$ cat config.mk
export PLATFORM = sky130hd
export DESIGN_NAME = uart_rx_cfg
export DESIGN_NICKNAME = d
export VERILOG_FILES = /design/src/rtl/uart_pkg.sv /design/src/rtl/uart_sync2.sv /design/src/rtl/uart_rx_cfg.sv
export SDC_FILE = /design/constraint.sdc
export NUM_CORES = 1
export LEC_CHECK = 0
export ABC_CLOCK_PERIOD_IN_PS = 1710
export CORE_MARGIN = 1
export CORE_UTILIZATION = 40
export DETAILED_ROUTE_END_ITERATION = 10
export PLACE_DENSITY_LB_ADDON = 0.15
export SYNTH_ARGS = -nofsm -noshare
export SYNTH_HDL_FRONTEND = slang
export SYNTH_HIERARCHICAL = 1
export SYNTH_SLANG_ARGS = --single-unit
export TNS_END_PERCENT = 10
$ cat constraint.sdc
create_clock -name clk -period 1.71 [get_ports clk]
set_input_delay 0.171 -clock clk [delete_from_list [all_inputs] [get_ports clk]]
set_output_delay 0.171 -clock clk [all_outputs]
set_load 0.05 [all_outputs]
$ cat src/rtl/uart_pkg.sv
`default_nettype none
// ============================================================================
//  Module      : uart_pkg
//  Description : Shared types for the configurable UART receiver. Holds the
//                parity-mode and receiver-state enumerations and a helper that
//                tells whether a parameter set can be built.
//  Revision    : 1.0 - initial release
// ============================================================================
package uart_pkg;

    typedef enum logic [1:0] {
        PARITY_NONE = 2'd0,
        PARITY_ODD  = 2'd1,
        PARITY_EVEN = 2'd2
    } parity_e;

    typedef enum logic [2:0] {
        IDLE      = 3'd0,
        START     = 3'd1,
        DATA      = 3'd2,
        PARITY    = 3'd3,
        STOP      = 3'd4,
        WAIT_HIGH = 3'd5
    } rx_state_e;

    // True when the receiver can be built with the given parameter set.
    function automatic bit cfg_legal(input int nclks, input int data_bits,
                                     input int parity, input int stop_bits);
        return (nclks >= 4) && (data_bits >= 5) && (data_bits <= 9) &&
               (parity >= 0) && (parity <= 2) &&
               ((stop_bits == 1) || (stop_bits == 2));
    endfunction

endpackage
`default_nettype wire

$ cat src/rtl/uart_sync2.sv
`default_nettype none
// ============================================================================
//  Module      : uart_sync2
//  Description : Two-flop synchroniser for the asynchronous serial line. Both
//                flops reset to 1 so an idle line does not look like a start.
//  Ports       : clk  - system clock
//                rst  - synchronous active-high reset
//                d    - asynchronous input
//                q    - synchronised output (2 cycles behind d)
//  Revision    : 1.0 - initial release
// ============================================================================
module uart_sync2
    import uart_pkg::*;
(
    input  logic clk,
    input  logic rst,
    input  logic d,
    output logic q
);

    logic r_meta;
    logic r_q;

    always_ff @(posedge clk) begin
        if (rst) begin
            r_meta <= 1'b1;
            r_q    <= 1'b1;
        end else begin
            r_meta <= d;
            r_q    <= r_meta;
        end
    end

    assign q = r_q;

endmodule
`default_nettype wire

$ cat src/rtl/uart_rx_cfg.sv
`default_nettype none
// ============================================================================
//  Module      : uart_rx_cfg
//  Description : Parametrised UART receiver with input synchroniser, false
//                start rejection, parity / framing error detection and an
//                AXI-Stream output with backpressure and overrun reporting.
//  Options     : define UART_RX_MAJORITY_EN to take every bit as the 2-of-3
//                majority of the samples around the bit centre (adds one
//                cycle of latency).
//  Ports       : clk, rst            - clock, synchronous active-high reset
//                rx_data             - asynchronous serial line, idles high
//                axis_out_tdata/tvalid/tready - received payload stream
//                rx_busy             - receiver not in IDLE
//                parity_err, frame_err, overrun_err - one-cycle error pulses
//  Revision    : 1.0 - initial release
// ============================================================================
module uart_rx_cfg #(
    parameter int NCLKS_PER_BIT = 87,
    parameter int DATA_BITS     = 8,
    parameter int PARITY        = 0,
    parameter int STOP_BITS     = 1
) (
    input  logic                 clk,
    input  logic                 rst,
    input  logic                 rx_data,
    output logic [DATA_BITS-1:0] axis_out_tdata,
    output logic                 axis_out_tvalid,
    input  logic                 axis_out_tready,
    output logic                 rx_busy,
    output logic                 parity_err,
    output logic                 frame_err,
    output logic                 overrun_err
);
    import uart_pkg::*;

    localparam int c_cnt_w = $clog2(NCLKS_PER_BIT);
    localparam int c_mid   = (NCLKS_PER_BIT - 1) / 2;
`ifdef UART_RX_MAJORITY_EN
    localparam int c_start_decide = c_mid + 1;
`else
    localparam int c_start_decide = c_mid;
`endif
    localparam logic [c_cnt_w-1:0] c_start_pt  = c_cnt_w'(c_start_decide);
    localparam logic [c_cnt_w-1:0] c_bit_end   = c_cnt_w'(NCLKS_PER_BIT - 1);
    localparam logic [3:0]         c_last_data = 4'(DATA_BITS - 1);
    localparam logic [3:0]         c_last_stop = 4'(STOP_BITS - 1);
    localparam parity_e            c_par_mode  = parity_e'(2'(PARITY));

    generate
        if (!cfg_legal(NCLKS_PER_BIT, DATA_BITS, PARITY, STOP_BITS)) begin : g_bad_cfg
            $error("uart_rx_cfg: illegal parameter set");
        end
    endgenerate

    logic s_rx;

    uart_sync2 u_sync (
        .clk (clk),
        .rst (rst),
        .d   (rx_data),
        .q   (s_rx)
    );

    rx_state_e            r_state,    w_state_n;
    logic [c_cnt_w-1:0]   r_cnt,      w_cnt_n;
    logic [3:0]           r_nbits,    w_nbits_n;
    logic [DATA_BITS-1:0] r_shift,    w_shift_n;
    logic [DATA_BITS-1:0] r_tdata,    w_tdata_n;
    logic                 r_par_bad,  w_par_bad_n;
    logic                 r_stop_bad, w_stop_bad_n;
    logic                 r_tvalid,   w_tvalid_n;
    logic                 r_perr,     w_perr_n;
    logic                 r_ferr,     w_ferr_n;
    logic                 r_oerr,     w_oerr_n;
    logic                 w_bit;
    logic                 w_decide;
    logic                 w_exp_par;

`ifdef UART_RX_MAJORITY_EN
    // Last two s_rx values; with the current one they span MID-1..MID+1
    // when the decision is taken at MID+1.
    logic [1:0] r_hist;

    always_ff @(posedge clk) begin
        if (rst) begin
            r_hist <= 2'b11;
        end else begin
            r_hist <= {r_hist[0], s_rx};
        end
    end

    assign w_bit = (r_hist[1] & r_hist[0]) | (r_hist[1] & s_rx) | (r_hist[0] & s_rx);
`else
    assign w_bit = s_rx;
`endif

    // START is timed from the falling edge; later bits are timed a whole
    // bit period after the previous decision, landing on each bit centre.
    assign w_decide  = (r_state == START) ? (r_cnt == c_start_pt) : (r_cnt == c_bit_end);
    assign w_exp_par = (c_par_mode == PARITY_ODD) ? ~^r_shift : ^r_shift;

    always_comb begin
        w_state_n    = r_state;
        w_cnt_n      = w_decide ? '0 : r_cnt + c_cnt_w'(1);
        w_nbits_n    = r_nbits;
        w_shift_n    = r_shift;
        w_tdata_n    = r_tdata;
        w_par_bad_n  = r_par_bad;
        w_stop_bad_n = r_stop_bad;
        w_tvalid_n   = r_tvalid & ~axis_out_tready;
        w_perr_n     = 1'b0;
        w_ferr_n     = 1'b0;
        w_oerr_n     = 1'b0;

        case (r_state)
            IDLE: begin
                w_cnt_n = '0;
                if (!s_rx) begin
                    w_state_n = START;
                    // The cycle that saw the edge is the first start-bit cycle.
                    w_cnt_n   = c_cnt_w'(1);
                end
            end
            START: begin
                if (w_decide) begin
                    if (w_bit) begin
                        w_state_n = IDLE;
                    end else begin
                        w_state_n    = DATA;
                        w_nbits_n    = '0;
                        w_par_bad_n  = 1'b0;
                        w_stop_bad_n = 1'b0;
                    end
                end
            end
            DATA: begin
                if (w_decide) begin
                    w_shift_n = {w_bit, r_shift[DATA_BITS-1:1]};
                    if (r_nbits == c_last_data) begin
                        w_nbits_n = '0;
                        w_state_n = (c_par_mode != PARITY_NONE) ? uart_pkg::PARITY : STOP;
                    end else begin
                        w_nbits_n = r_nbits + 4'd1;
                    end
                end
            end
            uart_pkg::PARITY: begin
                if (w_decide) begin
                    w_par_bad_n = (w_bit != w_exp_par);
                    w_state_n   = STOP;
                end
            end
            STOP: begin
                if (w_decide) begin
                    w_stop_bad_n = r_stop_bad | ~w_bit;
                    if (r_nbits == c_last_stop) begin
                        w_nbits_n = '0;
                        w_state_n = IDLE;
                        if (w_stop_bad_n) begin
                            w_ferr_n  = 1'b1;
                            w_state_n = WAIT_HIGH;
                        end else if (r_par_bad) begin
                            w_perr_n = 1'b1;
                        end else if (!r_tvalid || axis_out_tready) begin
                            w_tdata_n  = r_shift;
                            w_tvalid_n = 1'b1;
                        end else begin
                            w_oerr_n = 1'b1;
                        end
                    end else begin
                        w_nbits_n = r_nbits + 4'd1;
                    end
                end
            end
            WAIT_HIGH: begin
                // Holds off a break (line stuck low) from framing repeatedly.
                w_cnt_n = '0;
                if (s_rx) begin
                    w_state_n = IDLE;
                end
            end
            default: begin
                w_state_n = IDLE;
                w_cnt_n   = '0;
            end
        endcase
    end

    always_ff @(posedge clk) begin
        if (rst) begin
            r_state    <= IDLE;
            r_cnt      <= '0;
            r_nbits    <= '0;
            r_shift    <= '0;
            r_tdata    <= '0;
            r_par_bad  <= 1'b0;
            r_stop_bad <= 1'b0;
            r_tvalid   <= 1'b0;
            r_perr     <= 1'b0;
            r_ferr     <= 1'b0;
            r_oerr     <= 1'b0;
        end else begin
            r_state    <= w_state_n;
            r_cnt      <= w_cnt_n;
            r_nbits    <= w_nbits_n;
            r_shift    <= w_shift_n;
            r_tdata    <= w_tdata_n;
            r_par_bad  <= w_par_bad_n;
            r_stop_bad <= w_stop_bad_n;
            r_tvalid   <= w_tvalid_n;
            r_perr     <= w_perr_n;
            r_ferr     <= w_ferr_n;
            r_oerr     <= w_oerr_n;
        end
    end

    assign axis_out_tdata  = r_tdata;
    assign axis_out_tvalid = r_tvalid;
    assign rx_busy         = (r_state != IDLE);
    assign parity_err      = r_perr;
    assign frame_err       = r_ferr;
    assign overrun_err     = r_oerr;

endmodule
`default_nettype wire
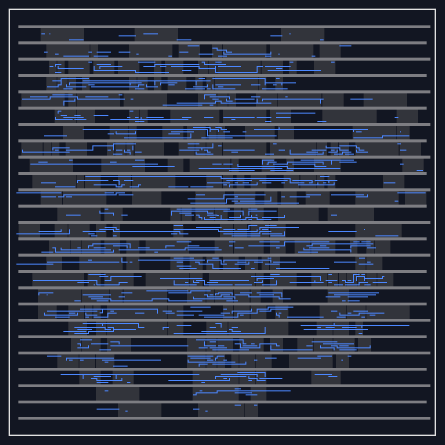
Run 1: signal wires on met1
(6 px per um) Supply wires on this layer in grey. Cells faint in the background.
nets with wire on the layer	244
main direction	horizontal
share of all routed wire	44%
longest straight run	23.0 um
met1 usage: 0.229
Vias: 1612
drt total wl: 4.33 mm

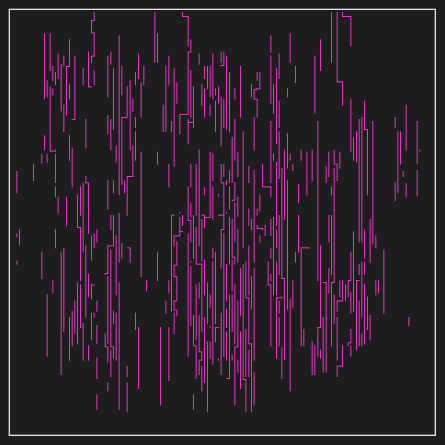
Run 1: metal 2
(6 px per um)
wire length on this layer	2250 um
longest straight run	26.5 um
main direction	vertical
nets with wire on the layer	216
share of all routed wire	52%
met2 Usage GRT: 0.321

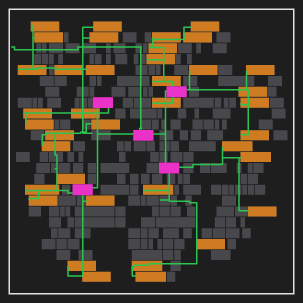
Run 1: clock network drawn from the DEF
(4 px per um)
[green] clock wires | length: 485 um
[orange] flip-flops | count: 38
[magenta] cells driving clock nets | count: 5
flops lie	widely spread
routed clock nets	6
clock share of power: 0.239
skew final: 0.00505 ns

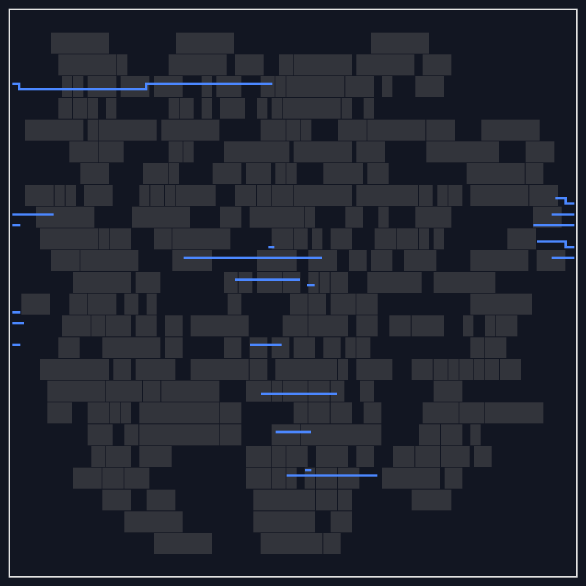
Run 1: metal 3
(8 px per um) Cells faint in the background.
wire length on this layer	113 um
longest straight run	17.0 um
share of all routed wire	2.6%
main direction	horizontal
met3 Track Usage GR: 0.0385

==> run 1: area by class of cell <==
type	count	area (sq um)
clock inverters	2	12.5
multi-input cells	158	1190
clock buffers	6	82.6
flip-flops and latches	38	771
inverters	2	7.51
well taps	52	65.1
repair buffers	44	375
fillers	396	1940
==> run 1: cell families (layout without fill, tap and decap cells) <==
| kind of cell | after synthesis | after routing | synth area share |
|---|---|---|---|
| AND-OR/OR-AND | 32 | 32 | 0.109 |
| XOR/XNOR | 12 | 12 | 0.0628 |
| adder cells (fa/ha/maj) | 3 | 3 | 0.0198 |
| buffers and inverters | 12 | 54 | 0.0251 |
| flip-flops | 38 | 38 | 0.402 |
| multiplexers | 9 | 9 | 0.0476 |
| AND/OR/NAND/NOR | 102 | 102 | 0.333 |
==> run 1: cells in the mapped netlist, types with 2 or more instances <==
cell type,count
dfxtp_1,38
nand2_1,25
nor2_1,19
a21oi_1,17
nand2b_1,10
mux2i_1,9
clkbuf_1,8
xnor2_1,8
nor3_1,7
nand3_1,6
nor2b_1,5
or3b_1,5
ha_1,3
nand3b_1,3
nor3b_1,3
xor2_1,3
and2_1,2
and3_1,2
buf_2,2
inv_1,2
nand4bb_4,2
nor4_1,2
o21ai_0,2
o21ai_1,2
or2_1,2
or4b_1,2
==> run 1: layer usage <==
layer / global-route usage / part of all wire / vias up
li1: - / - / 804
met1: 0.229 / 0.44 / 777
met2: 0.321 / 0.52 / 27
met3: 0.0385 / 0.026 / 4
met4: 0.0711 / 0.0099 / 0
met5: 0 / 0 / -
==> run 1: through the flow <==
step           setup TNS, ns  instance area (sq um)  hold WS [ns]
6_report              -0.738                   2500         0.412
5_1_grt                -1.96                   2500         0.459
4_1_cts               -0.826                   2430         0.412
3_5_place_dp           -1.20                   2280         0.394
3_3_place_gp          -0.694                   2280         0.397
2_1_floorplan        -0.0692                   1910         0.268
==> run 1: cell usage in the layout, fill, tap and decap left out, drive strengths merged, types with 3 or more instances in the layout <==
cell type      count
or3b               5
xnor2              8
clkbuf             6
nand3b             3
nand4bb            3
nor4               3
nor3               7
ha                 3
buf               29
nor2              20
clkdlybuf4s50     15
xor2               3
mux2i              9
dfxtp             38
a21oi             17
nor2b              5
nand2             25
nand3              6
nor3b              4
o21ai              4
nand2b            10
==> run 1: final timing paths <==
kind                 start                 to  slack [ns]  depth (start not counted)
min reg2reg  u_sync/r_meta           u_sync/q        0.41                          1
max             r_nbits[0]  axis_out_tdata[6]       -0.08                          7
min          u_sync/r_meta           u_sync/q        0.41                          1
max reg2reg     r_nbits[0]  axis_out_tdata[6]       -0.08                          7
==> run 1: registers in the layout (all words and copies together) (netlist names) <==
name / cells
axis_out_tdata: 8
axis_out_tvalid: 1
frame_err: 1
overrun_err: 1
parity_err: 1
r_cnt: 7
r_nbits: 4
r_par_bad: 1
r_shift: 8
r_state: 3
r_stop_bad: 1
u_sync/q: 1
u_sync/r_meta: 1
==> run 1: power breakdown <==
| group | internal, mW | switching [mW] |
|---|---|---|
| Combinational | 0.486 | 0.548 |
| Sequential | 0.934 | 0.0595 |
| Clock | 0.324 | 0.313 |
| Total | 1.74 | 0.920 |
==> impl_metrics.json, run 1 <==
{
  "cts_resized": 14,
  "via_per_inst": 5.34,
  "clk_pin_slew_ns": 0.08,
  "synth_area_sq_um": 1890,
  "die_width_um": 70.8,
  "cts_hold_buffers": 0,
  "core_sq_um": 4440,
  "io_pins": 17,
  "syn_to_final_growth_pct": 32.2,
  "diodes": 0,
  "setup_viol": 13,
  "syn_inst": 208,
  "num_rows": 24,
  "final-hold-violation-count": 0,
  "crit_chain": "inv_2 -> ha_4 -> or3b_4 -> nor3b_4 -> nand4_4 -> mux2i_1 -> nor2_1",
  "rsz0062_at_grt": "true",
  "grt_pass1_vias": 1624,
  "max-cap-violations": 0,
  "post-cts-setup-buffers": 2,
  "end_kind": "register",
  "overflow": 0,
  "power.density_nw_per_um2": 1070,
  "drv_slew": 0,
  "hold_class": "register to register",
  "postSynth.topFlopCell": "dfxtp_1",
  "nets": 256,
  "fp_util": 0.426,
  "warnings": 30,
  "slowest_delay_ns": 0.39,
  "dp.cells": 291,
  "cts_buffers": 5,
  "clockBufferDepth": 2,
  "violations": "design-rule violations, negative setup slack",
  "path_class": "register to register",
  "dieArea_sq_um": 5010,
  "largest_area_cell": "dfxtp_1",
  "gp_congestion": 0.854,
  "run_status": "complete, but fails checks",
  "crit_slowest_cell": "or3b_4",
  "cp_data_required_time_ns": 1.89,
  "drt_iter0_drc": 50,
  "drc_errors": 4,
  "port_buffers": 16,
  "power_mw": 2.66,
  "grt_usage": 0.186,
  "setup_ws_ns": -0.0844,
  "fmax_mhz": 557,
  "synth-edff-count": 0,
  "min_period_ns": 1.79,
  "worst_pin_slew_ns": 0.499,
  "path_buffers": 1,
  "syn_avg_cell_area_sq_um": 9.10,
  "ir_drop_mv": 1.09,
  "cts-root-buf": "clkbuf_8",
  "synth_chip_area_sq_um": 1890,
  "clk_latency_ns": 0.28,
  "cts.sinks": 38,
  "grt_max_degree": 18,
  "ys.flops": 38,
  "synth.distinct_cells": 45,
  "fp_nets": 215,
  "top_cells_by_area": "dfxtp_1, nand2_1, mux2i_1, a21oi_1, nor2_1",
  "dpl.hpwl_mm": 3.17,
  "finalNonFillerCells": 302,
  "htreeDepth": 2,
  "crit_family": "simple AND/OR/NAND/NOR gates",
  "relSlewSlack": 0.666,
  "ys_cells": 208,
  "netlist.area_leader.share": 0.402,
  "die_y_um": 70.8
}
==> run 1 -> run 2 <==
TNS_END_PERCENT = unset   (was 10)
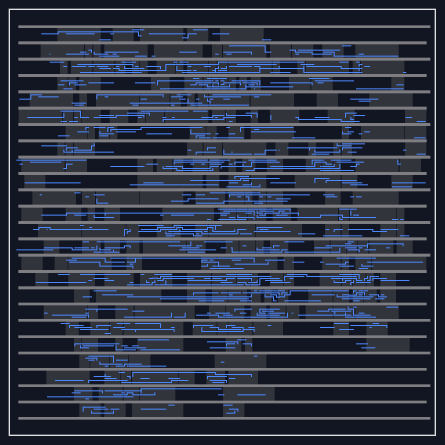
Run 2: signal wires on met1
(6 px per um) Supply wires on this layer in grey. Cells faint in the background.
longest straight run	27.1 um
wire length on this layer	2070 um
nets with wire on the layer	248
share of all routed wire	45%
main direction	horizontal
Vias: 1673
met1 usage: 0.238

==> impl_metrics.json, run 2 <==
{
  "via_per_inst": 5.38,
  "cts_buffers": 5,
  "path_buffers": 1,
  "end_kind": "register",
  "synth.distinct_cells": 45,
  "drt_iter0_drc": 76,
  "nFillCells": 363,
  "crit_cells": 7,
  "fp_nets": 215,
  "crit_family": "simple AND/OR/NAND/NOR gates",
  "top_cells_by_count": "dfxtp_1, nand2_1, nor2_1",
  "cts-root-buf": "clkbuf_8",
  "io_pins": 17,
  "power_mw": 3.11,
  "setup_ws_ns": -0.0487,
  "diodes": 0,
  "cp_data_required_time_ns": 1.91,
  "clk_latency_ns": 0.31,
  "drc_errors": 5,
  "warnings": 29,
  "synth_area_sq_um": 1890,
  "mux_area_frac": 0.0476,
  "syn_inst": 208,
  "nets": 265,
  "overflow": 0,
  "run_status": "complete, but fails checks",
  "hold_class": "register to register",
  "lay_top_count": "buf_4",
  "setup_viol": 10,
  "violations": "design-rule violations, negative setup slack",
  "crit_slowest_cell": "or3b_4",
  "p_sw_mw": 1.03,
  "netlist.area_leader.share": 0.402,
  "slowest_delay_ns": 0.39,
  "cts.sinks": 38,
  "finalClockSkew_ns": 0.0104,
  "wl_mm": 4.60,
  "grt_pass1_vias": 1695,
  "ys_sh_aoi": 0.109,
  "clockBufferDepth": 2,
  "relSlewSlack": 0.661,
  "sequentialPowerShare": 0.322,
  "postSynth.topFlopCell": "dfxtp_1",
  "grt_max_degree": 16,
  "dieArea_sq_um": 5010,
  "drv_slew": 0,
  "mostFrequentLayoutCells": "buf_4, dfxtp_1, nand2_1",
  "path_class": "register to register",
  "fmax_mhz": 569,
  "rsz0062_at_grt": "true",
  "die_y_um": 70.8
}
-- run 2: worst register-to-register path, delay by kind of cell (launching register included) --
kind | cells | cell delay (ns)
multiplexers | 1 | 0.23
AND/OR/NAND/NOR | 4 | 0.91
buffers and inverters | 1 | 0.06
flip-flops | 1 | 0.33
adder cells (fa/ha/maj) | 1 | 0.12
-- run 2: power by group through the flow --
stage	Clock [mW]	Combinational [mW]	Sequential [mW]
2_1_floorplan	0	0.599	0.986
3_3_place_gp	0	0.903	0.992
3_5_place_dp	0	0.937	0.991
4_1_cts	0.954	1.03	0.974
5_1_grt	0.992	1.24	1.01
6_report	0.943	1.16	1.00
-- run 2: kinds of logic after synthesis --
kind of cell	Yosys count
DFF	38
AOI/OAI and AO/OA	32
buffers and inverters	12
muxes	9
and+or+nand+nor	102
adders and majority gates	3
xor gates and xnor gates	12
-- run 2: area by class of cell --
| class | instances | area [sq um] | share of cell area |
|---|---|---|---|
| multi-input cells | 158 | 1220 | 0.459 |
| repair buffers | 53 | 447 | 0.168 |
| inverters | 2 | 7.51 | 0.00282 |
| flip-flops and latches | 38 | 781 | 0.294 |
| well taps | 52 | 65.1 | 0.0245 |
| clock inverters | 3 | 68.8 | 0.0259 |
| clock buffers | 5 | 68.8 | 0.0259 |
-- run 2: path summary, 6_finish.rpt --
kind / from / end / slack, ns
setup / recovery: r_nbits[0] / axis_out_tdata[2] / -0.05
hold / removal: u_sync/r_meta / u_sync/q / 0.41
setup reg to reg: r_nbits[0] / axis_out_tdata[2] / -0.05
hold reg to reg: u_sync/r_meta / u_sync/q / 0.41
-- run 2: routing by layer --
metal / vias up / track usage / routed length, um
met3: 9 / 0.0470 / 165
met4: 0 / 0.0756 / 66
met5: - / 0 / 0
met2: 30 / 0.342 / 2310
li1: 829 / - / -
met1: 805 / 0.238 / 2070
-- run 2: stage by stage --
step	area (sq um)	cells	TNS (ns)	hold WS, ns	utilization
after floorplan	1910	208	0	0.268	-
after global placement	2300	294	-0.668	0.393	0.517
after detailed placement	2300	294	-1.03	0.397	0.517
after CTS	2540	307	-0.429	0.415	0.572
after global routing	2660	311	-1.53	0.438	0.598
final	2660	311	-0.359	0.411	0.598
-- run 2: repair_timing --
item                                    in CTS  in global routing
buffers inserted                             5                  4
endpoints found under the setup margin      21                 30
pin swaps                                    4                 10
hold buffers                                 0                  0
resized                                     19                 22
==> run 2 -> run 3 <==
CORE_UTILIZATION = 51   (was 40)
SKIP_LAST_GASP = 1   (was unset)
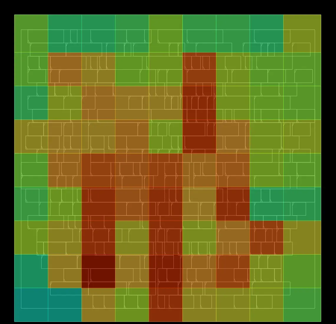
Run 3: congestion heat map
DR WL/cell: 16.3 um
GRT busiest layer: met2
met3 Track Usage GR: 0.0456

==> impl_metrics.json, run 3 <==
{
  "cts_buffers": 5,
  "synth-edff-count": 0,
  "antenna_found_initial": 0,
  "path_class": "register to register",
  "dpl_cell_area_sq_um": 2300,
  "synth_area_sq_um": 1890,
  "drt_iter0_drc": 90,
  "cts_hold_buffers": 0,
  "ys_cells": 208,
  "min_period_ns": 1.80,
  "slowest_delay_ns": 0.52,
  "clockBufferDepth": 2,
  "cp_data_required_time_ns": 1.94,
  "p_leak_nw": 1.05,
  "synth-xor-area-share": 0.0628,
  "overflow": 0,
  "wl_mm": 5.00,
  "route.vias.total": 1727,
  "mostFrequentLayoutCells": "buf_4, dfxtp_1, nand2_1",
  "setup_ws_ns": -0.0950,
  "nFillCells": 226,
  "violations": "negative setup slack",
  "crit_chain": "nand4bb_4 -> nor4_4 -> a31oi_4 -> or4b_1 -> a31oi_1",
  "diodes": 0,
  "top_cells_by_count": "dfxtp_1, nand2_1, nor2_1",
  "mux_area_frac": 0.0476,
  "run_status": "complete, but fails checks",
  "reg2reg_slack_ns": -0.09,
  "synth.distinct_cells": 45,
  "crit_cells": 5,
  "synth_chip_area_sq_um": 1890,
  "rsz0062_at_grt": "true",
  "cts_tree": "done",
  "netlist.area_leader.share": 0.402,
  "warnings": 29,
  "end_kind": "register",
  "critPathLaunch": "r_state[2]",
  "nets": 266,
  "final_cell_area_sq_um": 2720,
  "dieArea_sq_um": 3960,
  "crit_slowest_cell": "or4b_1",
  "path_buffers": 0,
  "grt_max_degree": 24,
  "seq_area_sq_um": 777,
  "cts.sinks": 38,
  "grt_pass1_wl_mm": 7.57,
  "fp_nets": 215,
  "crit_family": "simple AND/OR/NAND/NOR gates",
  "lay_top_count": "buf_4",
  "drv_slew": 0,
  "setup_tns_ns": -0.924,
  "synth_top_cell_by_count": "dfxtp_1",
  "hold_class": "register to register",
  "finalClockSkew_ns": 0.00507,
  "setup_viol": 15,
  "clk_latency_ns": 0.30,
  "yosys_warnings": 6,
  "via_per_inst": 5.64,
  "fmax_mhz": 554,
  "power.density_nw_per_um2": 1150,
  "postSynth.topFlopCell": "dfxtp_1",
  "r2r-start": "r_state[2]",
  "grt_pass1_vias": 1657,
  "die_y_um": 62.9,
  "cts-root-buf": "clkbuf_8",
  "layout.area.comb_sq_um": 1260,
  "crit_end": "r_nbits[3]",
  "timing.rr.end": "r_nbits[3]",
  "clk_pin_slew_ns": 0.08,
  "syn_inst": 208,
  "ys_sh_aoi": 0.109,
  "io_pins": 17,
  "drc_errors": 0,
  "relSlewSlack": 0.653
}
## run 3: netlist changes by cell type in the layout (fill, tap and decap cells not counted), sizes merged
cell | before | now
buf | 38 | 39
## run 3: per-stage QoR
stage,total power [mW],instances,hold slack (ns),util,setup WS [ns]
after floorplan,1.58,208,0.268,-,0.000953
after global placement,1.86,288,0.396,0.670,-0.0661
after detailed placement,1.91,288,0.403,0.670,-0.120
after CTS,2.91,303,0.421,0.744,-0.148
after global routing,3.25,306,0.436,0.790,-0.215
final,3.12,306,0.419,0.790,-0.0950
## run 3: kinds of logic after synthesis
| kind of cell | Yosys count |
|---|---|
| buffers and inverters | 12 |
| XOR/XNOR | 12 |
| flip-flops | 38 |
| adder cells (fa/ha/maj) | 3 |
| AND/OR/NAND/NOR | 102 |
| multiplexers | 9 |
| AND-OR/OR-AND | 32 |
## run 3: power breakdown
part	leakage, nW	switching (mW)	internal, mW
sequential	0.312	0.0609	0.940
clock	0.0683	0.343	0.585
combinational	0.672	0.638	0.549
total	1.05	1.04	2.07
## run 3: final cells by class
type	instances	area share
Sequential cell	38	0.286
Timing Repair Buffer	54	0.176
Tap cell	46	0.0212
Multi-Input combinational cell	158	0.464
Clock buffer	5	0.0253
Inverter	2	0.00276
Clock inverter	3	0.0253
## run 3: metal layers
metal,part of all wire,up-vias,routed length [um],global-route usage
li1,-,826,-,-
met4,0.020,0,100,0.113
met3,0.033,12,163,0.0456
met5,0,-,0,0
met2,0.51,44,2570,0.401
met1,0.43,845,2170,0.300
## run 3: worst min-delay path by stage
stage / from / endpoint / cells after the start
after floorplan: rst / u_sync/r_meta / 1
after global placement: u_sync/r_meta / u_sync/q / 1
after detailed placement: u_sync/r_meta / u_sync/q / 1
after CTS: u_sync/r_meta / u_sync/q / 1
after global routing: rx_data / u_sync/r_meta / 2
final: u_sync/r_meta / u_sync/q / 1
## run 3: worst register-to-register path, cell delays in order, from the launching register on
cell and delay (ns):
dfxtp_2 0.35, nand4bb_4 0.24, nor4_4 0.39, a31oi_4 0.08, or4b_1 0.52, a31oi_1 0.15
## run 3: repair_timing
item | CTS | global route
buffers inserted | 8 | 3
endpoints found under the setup margin | 18 | 22
pin swaps | 8 | 25
gates resized | 19 | 32
cloned | 0 | 0
endpoints found under the hold margin | 0 | 0
No activity file was given, so power comes from the tool's default toggle rates.
